File: config.mk
export PLATFORM = sky130hd
export DESIGN_NAME = axis_packet_fifo
export DESIGN_NICKNAME = d
export VERILOG_FILES = /design/src/rtl/axis_packet_fifo.sv
export SDC_FILE = /design/constraint.sdc
export NUM_CORES = 1
export LEC_CHECK = 0
export CORE_UTILIZATION = 55
export CTS_BUF_LIST = sky130_fd_sc_hd__clkbuf_4
export CTS_CLUSTER_DIAMETER = 150
export DETAILED_ROUTE_END_ITERATION = 6
export GPL_TIMING_DRIVEN = 0
export PLACE_DENSITY = 0.78
export SYNTH_ARGS = -nofsm -noshare
export SYNTH_HDL_FRONTEND = slang
export SYNTH_SLANG_ARGS = --single-unit
export TNS_END_PERCENT = 30
File: constraint.sdc
create_clock -name clk_i -period 6.95 [get_ports clk_i]
set_input_delay 1.39 -clock clk_i [delete_from_list [all_inputs] [get_ports clk_i]]
set_output_delay 1.39 -clock clk_i [all_outputs]
set_load 0.02 [all_outputs]
File: src/rtl/axis_packet_fifo.sv
// axis_packet_fifo
// -----------------------------------------------------------------------------
// AXI4-Stream FIFO for the SoC streaming path. It carries tlast end to end and
// uses wrap-bit pointers, so an empty FIFO and a full FIFO are always told
// apart. It reports occupancy and packet count, and raises threshold flags.
// It has a synchronous flush. It can also run in store-and-forward packet mode.
// All storage is one memory array. The array is read combinationally at the
// read pointer, so there is no bypass path and no write-to-read forwarding.
//
// Ports
//   clk_i             : single clock; all logic on the rising edge
//   reset_i           : synchronous active-high reset
//   flush_i           : synchronous clear; same effect as reset on all state
//   s_axis_*          : input stream (tdata/tvalid/tlast in, tready out)
//   m_axis_*          : output stream (tdata/tvalid/tlast out, tready in)
//   level_o           : entries stored (0..DEPTH)
//   almost_full_o     : level_o >= AF_THRESH
//   almost_empty_o    : level_o <= AE_THRESH
//   pkt_count_o       : stored beats that carry tlast
//   oversize_o        : sticky; a packet outgrew the FIFO in packet mode
// -----------------------------------------------------------------------------
module axis_packet_fifo #(
  parameter int DEPTH       = 8,        // power of two, >= 2
  parameter int DATA_W      = 8,
  parameter int PACKET_MODE = 0,        // 0 = cut-through, 1 = store-and-forward
  parameter int AF_THRESH   = DEPTH - 2,
  parameter int AE_THRESH   = 1
) (
  input  logic                       clk_i,
  input  logic                       reset_i,
  input  logic                       flush_i,
  input  logic [DATA_W-1:0]          s_axis_tdata_i,
  input  logic                       s_axis_tvalid_i,
  input  logic                       s_axis_tlast_i,
  output logic                       s_axis_tready_o,
  output logic [DATA_W-1:0]          m_axis_tdata_o,
  output logic                       m_axis_tvalid_o,
  output logic                       m_axis_tlast_o,
  input  logic                       m_axis_tready_i,
  output logic [$clog2(DEPTH):0]     level_o,
  output logic                       almost_full_o,
  output logic                       almost_empty_o,
  output logic [$clog2(DEPTH):0]     pkt_count_o,
  output logic                       oversize_o
);

  localparam int AW = $clog2(DEPTH);
  localparam int PW = AW + 1;
  localparam logic [PW-1:0] ONE  = PW'(1);
  localparam logic [PW-1:0] AF_T = PW'(AF_THRESH);
  localparam logic [PW-1:0] AE_T = PW'(AE_THRESH);

  typedef enum logic {S_IDLE = 1'b0, S_RELEASE = 1'b1} state_e;

  logic [DATA_W:0] mem_q [DEPTH];
  logic [PW-1:0]   wr_ptr_q, wr_ptr_d;
  logic [PW-1:0]   rd_ptr_q, rd_ptr_d;
  logic [PW-1:0]   pkt_count_q, pkt_count_d;
  logic            oversize_q, oversize_d;
  state_e          state_q, state_d;

  logic clear, empty, full, wr_en, rd_en;
  logic release_active, enter_release;

  assign clear = reset_i | flush_i;
  assign empty = (wr_ptr_q == rd_ptr_q);
  assign full  = (wr_ptr_q[AW] != rd_ptr_q[AW]) &&
                 (wr_ptr_q[AW-1:0] == rd_ptr_q[AW-1:0]);

  // tready stays low while full, even when a read happens in the same cycle.
  assign s_axis_tready_o = !full && !clear;
  assign wr_en           = s_axis_tvalid_i && s_axis_tready_o;
  // A clear beats any handshake in the same cycle, so the beat is not consumed.
  assign rd_en           = m_axis_tvalid_o && m_axis_tready_i && !clear;

  // Storage is never cleared. Only the pointers define what is valid.
  always_ff @(posedge clk_i) begin
    if (wr_en) begin
      mem_q[wr_ptr_q[AW-1:0]] <= {s_axis_tlast_i, s_axis_tdata_i};
    end
  end

  assign {m_axis_tlast_o, m_axis_tdata_o} = mem_q[rd_ptr_q[AW-1:0]];

  always_comb begin
    wr_ptr_d    = wr_ptr_q;
    rd_ptr_d    = rd_ptr_q;
    pkt_count_d = pkt_count_q;
    if (wr_en) wr_ptr_d = wr_ptr_q + ONE;
    if (rd_en) rd_ptr_d = rd_ptr_q + ONE;
    unique case ({wr_en && s_axis_tlast_i, rd_en && m_axis_tlast_o})
      2'b10:   pkt_count_d = pkt_count_q + ONE;
      2'b01:   pkt_count_d = pkt_count_q - ONE;
      default: pkt_count_d = pkt_count_q;
    endcase
  end

  always_ff @(posedge clk_i) begin
    if (clear) begin
      wr_ptr_q    <= '0;
      rd_ptr_q    <= '0;
      pkt_count_q <= '0;
      oversize_q  <= 1'b0;
    end else begin
      wr_ptr_q    <= wr_ptr_d;
      rd_ptr_q    <= rd_ptr_d;
      pkt_count_q <= pkt_count_d;
      oversize_q  <= oversize_d;
    end
  end

  // Release FSM, state register.
  always_ff @(posedge clk_i) begin
    if (clear) state_q <= S_IDLE;
    else       state_q <= state_d;
  end

  // Release FSM, next state. A FIFO that is full with no complete packet would
  // never drain in packet mode. RELEASE lets that partial packet out
  // cut-through until its tlast beat is read.
  always_comb begin
    state_d = state_q;
    unique case (state_q)
      S_IDLE:    if (enter_release)           state_d = S_RELEASE;
      S_RELEASE: if (rd_en && m_axis_tlast_o) state_d = S_IDLE;
      default:   state_d = S_IDLE;
    endcase
  end

  // Release FSM, outputs.
  always_comb begin
    release_active = (state_q == S_RELEASE);
    enter_release  = (PACKET_MODE != 0) && (state_q == S_IDLE) &&
                     full && (pkt_count_q == '0);
    oversize_d     = oversize_q | enter_release;
  end

  // pkt_count and release fall only on a read. A raised tvalid therefore
  // stays up until the beat is taken.
  generate
    if (PACKET_MODE != 0) begin : g_pkt
      assign m_axis_tvalid_o = !empty && ((pkt_count_q != '0) || release_active);
    end else begin : g_cut
      assign m_axis_tvalid_o = !empty;
    end
  endgenerate

  assign level_o        = wr_ptr_q - rd_ptr_q;
  assign almost_full_o  = (level_o >= AF_T);
  assign almost_empty_o = (level_o <= AE_T);
  assign pkt_count_o    = pkt_count_q;
  assign oversize_o     = oversize_q;

endmodule

run_1/registers.png
Bar = 20 um. Other sequential cells in the stronger gray, the rest of the logic in the fainter gray.
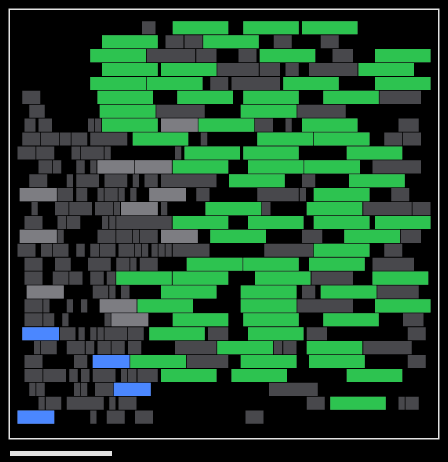
- pkt_count_o: blue (placed flops 4; where south-west)
- mem_q: green (placed flops 72)

run_1/metal_stack.png
Two of the layers only.
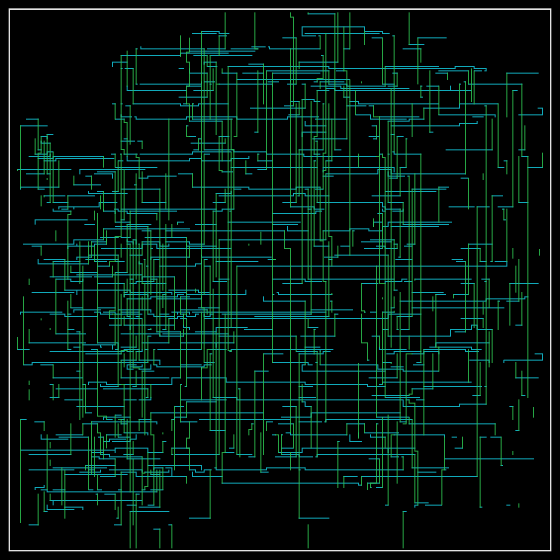
- met2: green (wire length 3,050 um)
- met1: cyan (wire length 2,900 um)

run_1/final_clocks.png
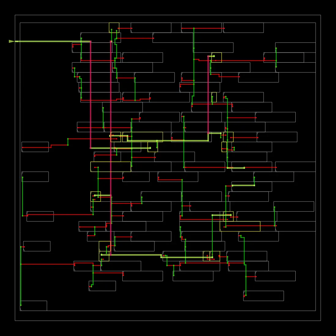
Seq Cell Count: 87
Setup Skew: 0.01119 ns
Late-Pin Clk Latency: 0.43 ns
CTS buffer count: 9
Power Clock: 0.346 mW

==> deck_impl_summary.md, run 1 <==
Synthesis and Place & Route Summary

Yosys
  – Post-synth EDFFs: 72
  – Yosys top cell by instances: edfxtp_1
  – Post-Syn Instances: 216
  – Post-synthesis mux area share: 15.36%
  – Top-area cell share: 58.86%
  – Largest cells by area: edfxtp_1 (59%), dfxtp_1 (8.2%), mux4_1 (7.2%)
  – Most used DFF post-synth: edfxtp_1
  – Register area share after synthesis: 67.03%

Clocking
  – Post-CTS setup buffers: 0
  – Post-CTS resize count: 0
  – Clock Path Buffers: 2

Placed design
  – GPL Wtd Cong: 0.7346
  – Port Buffers: 34

Cells and area
  – Signal buffers: 43
  – Area Growth Syn to Fin: 17.03%
  – Flop share of the area: 57.28%

Timing
  – # setup viols final: 0
  – Setup_tns: 0 ns

GRT
  – Largest net degree at the start of global routing: 15
  – GRT Residual Overflow: 0
  – M1 GR Usage: 26.30%

Worst setup path
  – Critical Path Stages: 4
  – Cell mode on critical path: clkdlybuf4s50_1
  – Buf/Inv on CP: 2
  – Crit-path slowest cell: clkdlybuf4s50_1
  – Largest stage delay, worst path: 0.63 ns
  – Dominant delay contributor by cell family on the critical path: buffers and inverters

Hold path
  – Hold Crit Start: pkt_count_o[3]

Route
  – Routed WL per cell: 18.59 um
  – Highest Signal Layer: met4
  – Via count: 1,941

Status
  – Outcome: finished clean

Die
  – Die ar.: 7010 um^2
  – Cell Rows: 29
  – I/O pins: 36

Power and ir drop
  – Worst IR drop on VDD: 0.1468 mV
==> run 1: through the flow <==
step	power [mW]	std cells	instance area (um^2)	worst slack [ns]	util, %
CTS	0.9715	343	4299	2.721	67.32
floorplan	0.6069	216	3674	3.654	-
global route	0.9973	343	4299	2.591	67.32
finish	0.9676	343	4299	2.727	67.32
detailed placement	0.6337	327	4120	2.755	64.52
global placement	0.6328	327	4110	2.747	64.36
==> run 1: sequential cells by signal, indices dropped and copies added, names as in the netlist, named ones only <==
name and cells:
rd_ptr_q 4, wr_ptr_q 4, pkt_count_o 4, mem_q 72
==> run 1: power by group <==
group | internal (mW) | switching, mW
clock | 0.180 | 0.166
sequential | 0.566 | 0.00168
combinational | 0.0263 | 0.0279
--- run 2 (diff from run 1) ---
==> constraint.sdc (replaced) <==
create_clock -name clk_i -period 4.12 [get_ports clk_i]
set_input_delay 0.824 -clock clk_i [delete_from_list [all_inputs] [get_ports clk_i]]
set_output_delay 0.824 -clock clk_i [all_outputs]
set_load 0.02 [all_outputs]
==> run 2 against run 1 <==
  * Die size stayed put
  * Highest routed layer unchanged
  * Synthesized cell count unchanged
  * Design area unchanged
  * Combinational power rose by 69%
  * Utilization stayed put
  * Via count is the same
  * First-iteration DRC count stayed put
  * Largest cell class unchanged
  * Sequential power increased by 69%
==> deck_impl_summary.md, run 2 <==
Synthesis and Place & Route Summary

Status
  – Outcome: finished clean (unchanged)

GRT
  – Global-route usage over all layers: 20.21% (unchanged)
  – Largest net degree at the start of global routing: 15 (unchanged)
  – Vias in the first global route: 1,882 (unchanged)
  – M1 GR Usage: 26.30% (unchanged)
  – GRT Residual Overflow: 0 (unchanged)

Worst setup path
  – Dominant delay contributor by cell family on the critical path: buffers and inverters (unchanged)
  – Crit-path slowest cell: clkdlybuf4s50_1 (unchanged)
  – Worst Setup Start Kind: flip-flop (was input port)
  – Buf/Inv on CP: 3 (was 2)
  – R2r startpoint: wr_ptr_q[0] (unchanged)
  – Largest stage delay, worst path: 0.54 ns (was 0.63 ns)
  – Critical Path Stages: 5 (was 4)

Clocking
  – Post-CTS setup buffers: 0 (unchanged)
  – CTS root buffer: clkbuf_4 (unchanged)
  – CTS buffer count: 9 (unchanged)
  – Clock Path Buffers: 2 (unchanged)
  – H-tree levels: 3 (unchanged)
  – Post-CTS resize count: 0 (unchanged)
  – Late-Pin Clk Latency: 0.43 ns (about the same)

Yosys
  – Top-area cell share: 58.86% (unchanged)
  – Mapped cell area: 3674 um^2 (unchanged)
  – Syn avg cell area: 17.01 um^2 (unchanged)
  – Yosys Instances: 216 (unchanged)
  – Yosys top cell by instances: edfxtp_1 (unchanged)
  – Post-synth top cells: edfxtp_1 (72), nor2_1 (22), dfxtp_1 (15) (unchanged)
  – Most used DFF post-synth: edfxtp_1 (unchanged)
  – Post-Syn Instances: 216 (unchanged)
  – Register area share after synthesis: 67.03% (unchanged)
  – Post-synthesis mux area share: 15.36% (unchanged)
  – Yosys warning tally: 0 (unchanged)
  – Largest cells by area: edfxtp_1 (59%), dfxtp_1 (8.2%), mux4_1 (7.2%) (unchanged)
  – Post-synth EDFFs: 72 (unchanged)
  – Complex Gates by Area: 2.963% (unchanged)

Power and ir drop
  – Power Total: 1.632 mW (was 0.9676 mW)
  – Sequential share of power: 58.7% (about the same)
  – Clk network pwr share: 35.7% (about the same)
  – Logic pwr share: 5.6% (about the same)
  – Int Pwr: 1.303 mW (was 0.7724 mW)
  – Psw: 0.3293 mW (was 0.1952 mW)
  – Worst IR drop on VDD: 0.2477 mV (was 0.1468 mV)
  – Switching Share: 20.18% (about the same)

Cells and area
  – Signal buffers: 43 (unchanged)
  – Max reg flops: 72 (unchanged)
  – Area Growth Syn to Fin: 17.03% (unchanged)
  – Fin cells: 343 (unchanged)
  – Flop share of the area: 57.28% (unchanged)
  – Util after Layout: 67.32% (unchanged)
  – Finished Cell Area: 4299 um^2 (unchanged)
  – Logic area: 1121 um^2 (unchanged)
  – Antenna Cells: 0 (unchanged)
  – Dominant logic cell type in the layout: edfxtp_1 (unchanged)
  – Seq Cell Count: 87 (unchanged)

Placed design
  – Placed cells: 327 (unchanged)
  – Placed cell area: 4120 um^2 (unchanged)
  – GPL Wtd Cong: 0.7346 (unchanged)
  – Dpl ws: 0.9557 ns (was 2.755 ns)
  – Port Buffers: 34 (unchanged)

Timing
  – Setup Skew: 0.01119 ns (unchanged)
  – # setup viols final: 0 (unchanged)
  – Post-route setup slack: 0.5186 ns (was 2.727 ns)
  – Final-report hold violation count: 0 (unchanged)
  – Post-route minimum period: 3.601 ns
  – Setup_tns: 0 ns (unchanged)
  – Hold_ws: 0.4982 ns (unchanged)

Route
  – WL met2: 3051 um (unchanged)
  – Routed WL per cell: 18.59 um (unchanged)
  – Via count: 1,941 (unchanged)
  – Met1 Routed Length: 2896 um (unchanged)
  – DR DRC count: 0 (unchanged)
  – Remaining antenna violation count after routing: 0 (unchanged)
  – Highest Signal Layer: met4 (unchanged)

Hold path
  – Hold endpoint: pkt_count_o[3] (unchanged)
  – Hold Crit Start: pkt_count_o[3] (unchanged)

Die
  – Die ar.: 7010 um^2 (unchanged)
  – Cell Rows: 29 (unchanged)
  – I/O pins: 36 (unchanged)
  – CORE AREA: 6386 um^2 (unchanged)

Job
  – Max Cap Viol: 0 (unchanged)
[run 2: cell counts after synthesis]
No cell type changed its count.
[run 2: cells by family (layout without fill, tap and decap cells)]
group / Yosys count / after routing
DFF: 87 / 87
other: 1 / 1
adders and majority gates: 10 / 10
muxes: 29 / 29
buffers and inverters: 19 / 69
AOI/OAI and AO/OA: 17 / 17
xor gates and xnor gates: 11 / 11
and+or+nand+nor: 42 / 42
[run 2: power by group through the flow]
stage                     Clock [mW]  Combinational, mW  Sequential, mW
after floorplan                    0             0.0462           0.978
after global placement             0             0.0899           0.978
after detailed placement           0             0.0911           0.978
after CTS                      0.589             0.0920           0.958
after global routing           0.625             0.0983           0.959
final                          0.583             0.0914           0.958
run_2/final_clocks.png
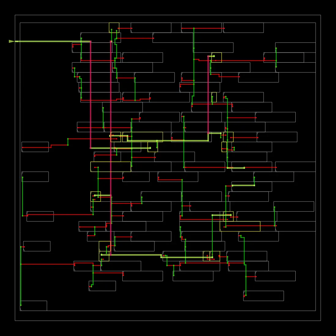
Power Clock: 0.583 mW
CTS Sinks: 87
final-layout clock buffer total: 9

Power is estimated from default activity; no workload was simulated.
